Nets reached from selected ports:
Drawn at 3 px/µm.
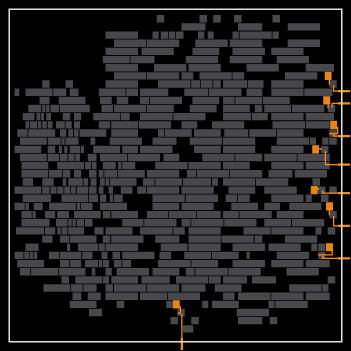
Metal 2:
Drawn at 4 px/µm. Cells faint in the background.
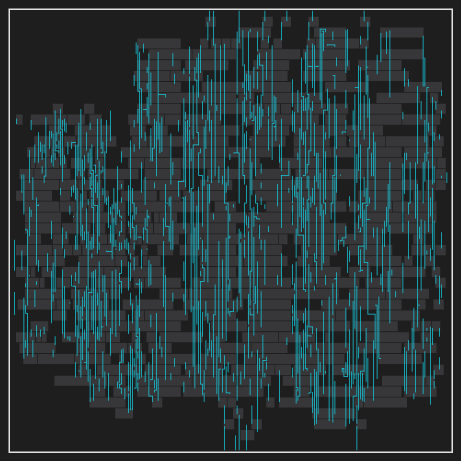
===== config.mk =====
export PLATFORM = sky130hd
export DESIGN_NAME = spi_cmd_rx
export DESIGN_NICKNAME = d
export VERILOG_FILES = /design/src/rtl/spi_pkg.sv /design/src/rtl/sync_fifo.sv /design/src/rtl/spi_cmd_rx.sv
export SDC_FILE = /design/constraint.sdc
export NUM_CORES = 1
export LEC_CHECK = 0
export CORE_UTILIZATION = 53
export CTS_BUF_LIST = sky130_fd_sc_hd__clkbuf_8 sky130_fd_sc_hd__clkbuf_16
export DETAILED_ROUTE_END_ITERATION = 12
export GPL_ROUTABILITY_DRIVEN = 0
export PLACE_DENSITY = 0.8
export SKIP_CTS_REPAIR_TIMING = 1
export SYNTH_ARGS = -nofsm -noshare
export SYNTH_HDL_FRONTEND = slang
export SYNTH_HIERARCHICAL = 1
export SYNTH_SLANG_ARGS = --single-unit

===== constraint.sdc =====
create_clock -name sys_clk -period 2.59 [get_ports sys_clk]
set_input_delay 0.3885 -clock sys_clk [delete_from_list [all_inputs] [get_ports sys_clk]]
set_output_delay 0.3885 -clock sys_clk [all_outputs]
set_load 0.05 [all_outputs]

===== src/rtl/spi_pkg.sv =====
// Shared definitions for the SPI command receiver: mode helpers, FSM states
// and the default-width queue entry layout.
package spi_pkg;

    localparam int SPI_MODE_0 = 0;
    localparam int SPI_MODE_1 = 1;
    localparam int SPI_MODE_2 = 2;
    localparam int SPI_MODE_3 = 3;

    localparam int CMD_W_DEF  = 8;
    localparam int DATA_W_DEF = 16;

    typedef enum logic [1:0] {
        ST_IDLE,
        ST_CMD,
        ST_DATA
    } rx_state_t;

    typedef struct packed {
        logic                  first;
        logic [CMD_W_DEF-1:0]  cmd;
        logic [DATA_W_DEF-1:0] data;
    } rx_entry_t;

    function automatic logic mode_cpol(input int mode);
        logic [1:0] m;
        m = 2'(mode);
        return m[1];
    endfunction

    // Leading edge (CPHA=0) or trailing edge (CPHA=1) relative to the idle level.
    function automatic logic mode_sample_rise(input int mode);
        logic [1:0] m;
        m = 2'(mode);
        return m[1] == m[0];
    endfunction

endpackage


===== src/rtl/sync_fifo.sv =====
// Single-clock show-ahead FIFO; a pop and a push in the same cycle are both
// honoured even when full.
module sync_fifo #(
    parameter int WIDTH = 8,
    parameter int DEPTH = 4
) (
    input  logic                   clk,
    input  logic                   rst_n,
    input  logic                   push,
    input  logic [WIDTH-1:0]       push_data,
    input  logic                   pop,
    output logic [WIDTH-1:0]       pop_data,
    output logic                   full,
    output logic                   empty,
    output logic [$clog2(DEPTH):0] count
);
    localparam int AW = $clog2(DEPTH);

    logic [WIDTH-1:0] mem [DEPTH];
    logic [AW-1:0]    wr_ptr_reg;
    logic [AW-1:0]    rd_ptr_reg;
    logic [AW:0]      count_reg;
    logic             do_push;
    logic             do_pop;

    assign full     = (count_reg == (AW+1)'(DEPTH));
    assign empty    = (count_reg == '0);
    assign count    = count_reg;
    assign pop_data = mem[rd_ptr_reg];
    assign do_pop   = pop && !empty;
    assign do_push  = push && (!full || do_pop);

    always_ff @(posedge clk or negedge rst_n) begin
        if (!rst_n) begin
            wr_ptr_reg <= '0;
            rd_ptr_reg <= '0;
            count_reg  <= '0;
        end else begin
            if (do_push) wr_ptr_reg <= wr_ptr_reg + AW'(1);
            if (do_pop)  rd_ptr_reg <= rd_ptr_reg + AW'(1);
            if (do_push && !do_pop)      count_reg <= count_reg + (AW+1)'(1);
            else if (do_pop && !do_push) count_reg <= count_reg - (AW+1)'(1);
        end
    end

    always_ff @(posedge clk) begin
        if (do_push) mem[wr_ptr_reg] <= push_data;
    end

endmodule


===== src/rtl/spi_cmd_rx.sv =====
// Oversampling SPI slave receiver: frames each chip-select window into a
// command followed by a burst of data words and queues them for the consumer.
module spi_cmd_rx
    import spi_pkg::*;
#(
    parameter int CMD_WIDTH   = 8,
    parameter int DATA_WIDTH  = 16,
    parameter int FIFO_DEPTH  = 4,
    parameter int SPI_MODE    = 0,
    parameter int SYNC_STAGES = 2
) (
    input  logic                  sys_clk,
    input  logic                  rst_n,
    input  logic                  sclk,
    input  logic                  mosi,
    input  logic                  csb,
    output logic                  out_valid,
    input  logic                  out_ready,
    output logic [CMD_WIDTH-1:0]  out_cmd,
    output logic [DATA_WIDTH-1:0] out_data,
    output logic                  out_first,
    output logic                  frame_err,
    output logic                  overflow,
    input  logic                  overflow_clr,
    output logic                  busy
);
    localparam logic CPOL        = mode_cpol(SPI_MODE);
    localparam logic SAMPLE_RISE = mode_sample_rise(SPI_MODE);
    localparam int   SH_W        = (DATA_WIDTH > CMD_WIDTH) ? DATA_WIDTH : CMD_WIDTH;
    localparam int   CNT_W       = $clog2(SH_W + 1);
    localparam int   PRIME_W     = $clog2(SYNC_STAGES + 1);

    typedef struct packed {
        logic                  first;
        logic [CMD_WIDTH-1:0]  cmd;
        logic [DATA_WIDTH-1:0] data;
    } entry_t;

    logic [SYNC_STAGES-1:0] sclk_sync_reg, mosi_sync_reg, csb_sync_reg;
    logic                   sclk_hist_reg, csb_hist_reg;
    logic [PRIME_W-1:0]     prime_cnt_reg;
    logic                   armed_reg;
    logic                   sclk_s, mosi_s, csb_s;
    logic                   prime_done, sample_edge, csb_fall, csb_rise;

    assign sclk_s     = sclk_sync_reg[SYNC_STAGES-1];
    assign mosi_s     = mosi_sync_reg[SYNC_STAGES-1];
    assign csb_s      = csb_sync_reg[SYNC_STAGES-1];
    assign prime_done = (prime_cnt_reg == PRIME_W'(SYNC_STAGES));
    assign csb_fall   = csb_hist_reg & ~csb_s;
    assign csb_rise   = ~csb_hist_reg & csb_s;
    assign sample_edge = ~csb_s & (SAMPLE_RISE ? (sclk_s & ~sclk_hist_reg)
                                               : (~sclk_s & sclk_hist_reg));

    // Arming waits until the chain holds real samples and csb has been seen
    // high, so a frame already running at reset release is skipped entirely.
    always_ff @(posedge sys_clk or negedge rst_n) begin
        if (!rst_n) begin
            sclk_sync_reg <= {SYNC_STAGES{CPOL}};
            mosi_sync_reg <= '0;
            csb_sync_reg  <= '1;
            sclk_hist_reg <= CPOL;
            csb_hist_reg  <= 1'b1;
            prime_cnt_reg <= '0;
            armed_reg     <= 1'b0;
        end else begin
            sclk_sync_reg <= {sclk_sync_reg[SYNC_STAGES-2:0], sclk};
            mosi_sync_reg <= {mosi_sync_reg[SYNC_STAGES-2:0], mosi};
            csb_sync_reg  <= {csb_sync_reg[SYNC_STAGES-2:0], csb};
            sclk_hist_reg <= sclk_s;
            csb_hist_reg  <= csb_s;
            if (!prime_done)        prime_cnt_reg <= prime_cnt_reg + PRIME_W'(1);
            if (prime_done && csb_s) armed_reg    <= 1'b1;
        end
    end

    rx_state_t             state_reg, state_next;
    logic [CNT_W-1:0]      bit_cnt_reg, bit_cnt_next;
    logic [SH_W-2:0]       shift_reg, shift_next;
    logic [CMD_WIDTH-1:0]  cmd_reg, cmd_next;
    logic                  first_reg, first_next;
    logic                  frame_err_reg, frame_err_next;
    logic                  overflow_reg;
    logic [SH_W-1:0]       shift_in;
    logic                  push, pop, fifo_full, fifo_empty;
    entry_t                push_entry, head;
    logic [$bits(entry_t)-1:0]     fifo_rdata;
    logic [$clog2(FIFO_DEPTH):0]   fifo_count;

    assign shift_in   = {shift_reg, mosi_s};
    assign push_entry = '{first: first_reg, cmd: cmd_reg, data: DATA_WIDTH'(shift_in)};

    always_ff @(posedge sys_clk or negedge rst_n) begin
        if (!rst_n) begin
            state_reg     <= ST_IDLE;
            bit_cnt_reg   <= '0;
            shift_reg     <= '0;
            cmd_reg       <= '0;
            first_reg     <= 1'b0;
            frame_err_reg <= 1'b0;
            overflow_reg  <= 1'b0;
        end else begin
            state_reg     <= state_next;
            bit_cnt_reg   <= bit_cnt_next;
            shift_reg     <= shift_next;
            cmd_reg       <= cmd_next;
            first_reg     <= first_next;
            frame_err_reg <= frame_err_next;
            if (push && fifo_full && !pop) overflow_reg <= 1'b1;
            else if (overflow_clr)         overflow_reg <= 1'b0;
        end
    end

    always_comb begin
        state_next     = state_reg;
        bit_cnt_next   = bit_cnt_reg;
        shift_next     = shift_reg;
        cmd_next       = cmd_reg;
        first_next     = first_reg;
        frame_err_next = 1'b0;
        push           = 1'b0;
        case (state_reg)
            ST_IDLE: begin
                if (csb_fall && armed_reg) begin
                    state_next   = ST_CMD;
                    bit_cnt_next = '0;
                end
            end
            ST_CMD: begin
                if (csb_rise) begin
                    state_next     = ST_IDLE;
                    frame_err_next = (bit_cnt_reg != '0);
                end else if (sample_edge) begin
                    shift_next = shift_in[SH_W-2:0];
                    if (bit_cnt_reg == CNT_W'(CMD_WIDTH - 1)) begin
                        cmd_next     = CMD_WIDTH'(shift_in);
                        state_next   = ST_DATA;
                        bit_cnt_next = '0;
                        first_next   = 1'b1;
                    end else begin
                        bit_cnt_next = bit_cnt_reg + CNT_W'(1);
                    end
                end
            end
            ST_DATA: begin
                if (csb_rise) begin
                    state_next     = ST_IDLE;
                    frame_err_next = (bit_cnt_reg != '0);
                end else if (sample_edge) begin
                    shift_next = shift_in[SH_W-2:0];
                    if (bit_cnt_reg == CNT_W'(DATA_WIDTH - 1)) begin
                        push         = 1'b1;
                        bit_cnt_next = '0;
                        first_next   = 1'b0;
                    end else begin
                        bit_cnt_next = bit_cnt_reg + CNT_W'(1);
                    end
                end
            end
            default: state_next = ST_IDLE;
        endcase
    end

    sync_fifo #(
        .WIDTH($bits(entry_t)),
        .DEPTH(FIFO_DEPTH)
    ) u_fifo (
        .clk       (sys_clk),
        .rst_n     (rst_n),
        .push      (push),
        .push_data (push_entry),
        .pop       (pop),
        .pop_data  (fifo_rdata),
        .full      (fifo_full),
        .empty     (fifo_empty),
        .count     (fifo_count)
    );

    assign head      = entry_t'(fifo_rdata);
    assign out_valid = (fifo_count != '0);
    assign pop       = out_valid && out_ready;
    assign out_cmd   = fifo_empty ? '0 : head.cmd;
    assign out_data  = fifo_empty ? '0 : head.data;
    assign out_first = fifo_empty ? 1'b0 : head.first;
    assign frame_err = frame_err_reg;
    assign overflow  = overflow_reg;
    assign busy      = ~csb_s;

endmodule


==> Changelog: implementation <==
### Changed

* Most frequent logic cell in the layout: edfxtp_1
* I/O Buffers at 35
* Die X at roughly 110 µm
* Vias per cell at 5.596
* Slew Limit Fails at 0
* Top FF cell, synth: edfxtp_1
* Avg WL per Cell at 18.68 µm
* CTS root buf: clkbuf_16
* DR pass1 iterations at 5
* Count of library flops with an enable pin at ~100
* Area Overhead vs Synth at 17.21%
* Syn Std Cell Area at 0.006223 mm²
* H-tree levels at 4
* Clk buf depth at 2
* Stages on worst setup path at 11
* # Cells Yosys at 341
* # setup viols final at 0
* DIE HEIGHT at 110.4 µm
* Tightest hold margin at -0.008517 ns
* Core area at 0.01142 mm²
* Worst Path Required at 2.93 ns
* Slew @ Worst Pin at 0.6307 ns
* Synth Warn # at 6
* CP top delay family: adder cells
* Crit path DAT at 2.86 ns
* Leak pwr at 2.754 nW
* Global-route wire length before repair at 16740 µm
* Die area at between 0.01 and 0.015 mm²
* Status: finished with violations
* Tot GR Track Use at 0.1948
* Setup Skew at 0.009568 ns
* WL final at 10370 µm
* Total congestion overflow at 0
* Type of origin of the critical path: flop
* Ant diodes at 0
* Largest stage delay on the critical path at around 0.4 ns
* Achievable Freq at slightly below 400 MHz
* Hpwl dp at 6131 µm
* CP endpoint: u_fifo/count[2]
* R2R Setup Slk at 0.07 ns
* Yosys chip area at 0.006223 mm²
* Floorplan Nets at 362
* Cycle use final at 0.9728
* Boundary pin count at 36
* Synthesized flop and latch total at 151
* Share of layout cells above drive strength 1 at 0.3252
* Slew headroom at 0.5795
* Pwr Total at 5.458 mW
* Top cell type by total area after synthesis: edfxtp_1
* Final hold vios at 12
* Nets at 420
* CP max FO at 3
* Area leader share at 0.4825
* FF-to-FF Start: bit_cnt_reg[0]
* Failing checks: hold timing
* Worst hold path class: in2async
* Endpoint class of the critical path: flop
* CTS buffer count at 17
* Initial antenna violation count at 0
* Number of global-route vias before repair at around 3200
* Antenna viol nets, final at 0
* 1st-iter DRT viols at 96
* Setup crit start: bit_cnt_reg[0]
About 'nets reached from selected ports':
[out_cmd] orange | direction: output | edge: 7 right, 1 bottom | end cells: 8 | wire: 72.2 µm

About 'metal 2':
share of all routed wire: 52%
main direction: vertical
nets with wire on the layer: 372
wire length on this layer: 5350 µm
longest straight run: 40.1 µm

==> power breakdown <==
part	switching [mW]	total, mW	internal, mW	leakage, nW
registers	0.102	2.77	2.67	1.54
logic	0.213	0.390	0.178	0.941
clock network	1.03	2.29	1.27	0.275
==> worst min path at each step <==
stage                     slack, ns          endpoint             start
final                        -0.009        cmd_reg[7]             rst_n
after global placement         0.34  mosi_sync_reg[1]  mosi_sync_reg[0]
after detailed placement       0.34  mosi_sync_reg[1]  mosi_sync_reg[0]
after floorplan                0.09         armed_reg             rst_n
after CTS                   -0.0004        cmd_reg[7]             rst_n
after global routing           0.03      shift_reg[7]             rst_n
==> synthesized netlist by cell type, drive strengths merged, types with 3 or more instances <==
| cell | n |
|---|---|
| xnor2 | 5 |
| nor2b | 26 |
| dfstp | 3 |
| mux4 | 25 |
| mux2 | 26 |
| buf | 9 |
| nand3 | 3 |
| nand2 | 6 |
| and2 | 7 |
| edfxtp | 100 |
| inv | 17 |
| ha | 13 |
| o21ai | 5 |
| nor2 | 5 |
| nor3b | 4 |
| dfrtp | 48 |
| a21oi | 6 |
| nand2b | 3 |
==> worst reg2reg max path: stages (launching register included) <==
cell and delay [ns]:
dfrtp_1 0.37, ha_1 0.18, and3_1 0.18, ha_1 0.19, and3_2 0.21, a21boi_2 0.19, ha_2 0.20, inv_1 0.05
fa_1 0.40, xor2_1 0.19, nor2_1 0.12, xor2_1 0.17
==> final cells by class <==
class,count,area [µm²]
fillers,783,4124
flip-flops and latches,151,4283
clock inverters,15,133.9
multi-input cells,162,1789
repair buffers,50,420.4
clock buffers,17,425.4
inverters,17,63.81
well taps,143,178.9
==> through the flow <==
stage / cells / utilization / cell area, µm² / setup slack [ns] / TNS [ns]
after floorplan: 341 / - / 6223 / 0.09361 / 0
after global placement: 520 / 0.5877 / 6710 / 0.1869 / 0
after detailed placement: 520 / 0.5877 / 6710 / 0.06900 / 0
after CTS: 552 / 0.6366 / 7269 / 0.002879 / 0
after global routing: 555 / 0.6388 / 7295 / -0.008693 / -0.008693
final: 555 / 0.6388 / 7295 / 0.07046 / 0
==> logic make-up after synthesis <==
logic type	Yosys count	synth area share
buf+inv	28	0.02553
mux	52	0.1488
compound gates	22	0.02433
simple gates	67	0.07399
flops	151	0.6882
fa+ha+maj	14	0.02935
xor+xnor	7	0.009851
==> layer usage <==
metal / routed length [µm] / vias up / share of wire / track usage
li1: - / 1414 / - / -
met1: 4426 / 1614 / 0.43 / 0.2500
met2: 5347 / 63 / 0.52 / 0.3150
met3: 413 / 15 / 0.040 / 0.05938
met4: 181 / 0 / 0.017 / 0.07143
met5: 0 / - / 0 / 0
No activity file was given, so power comes from the tool's default toggle rates.
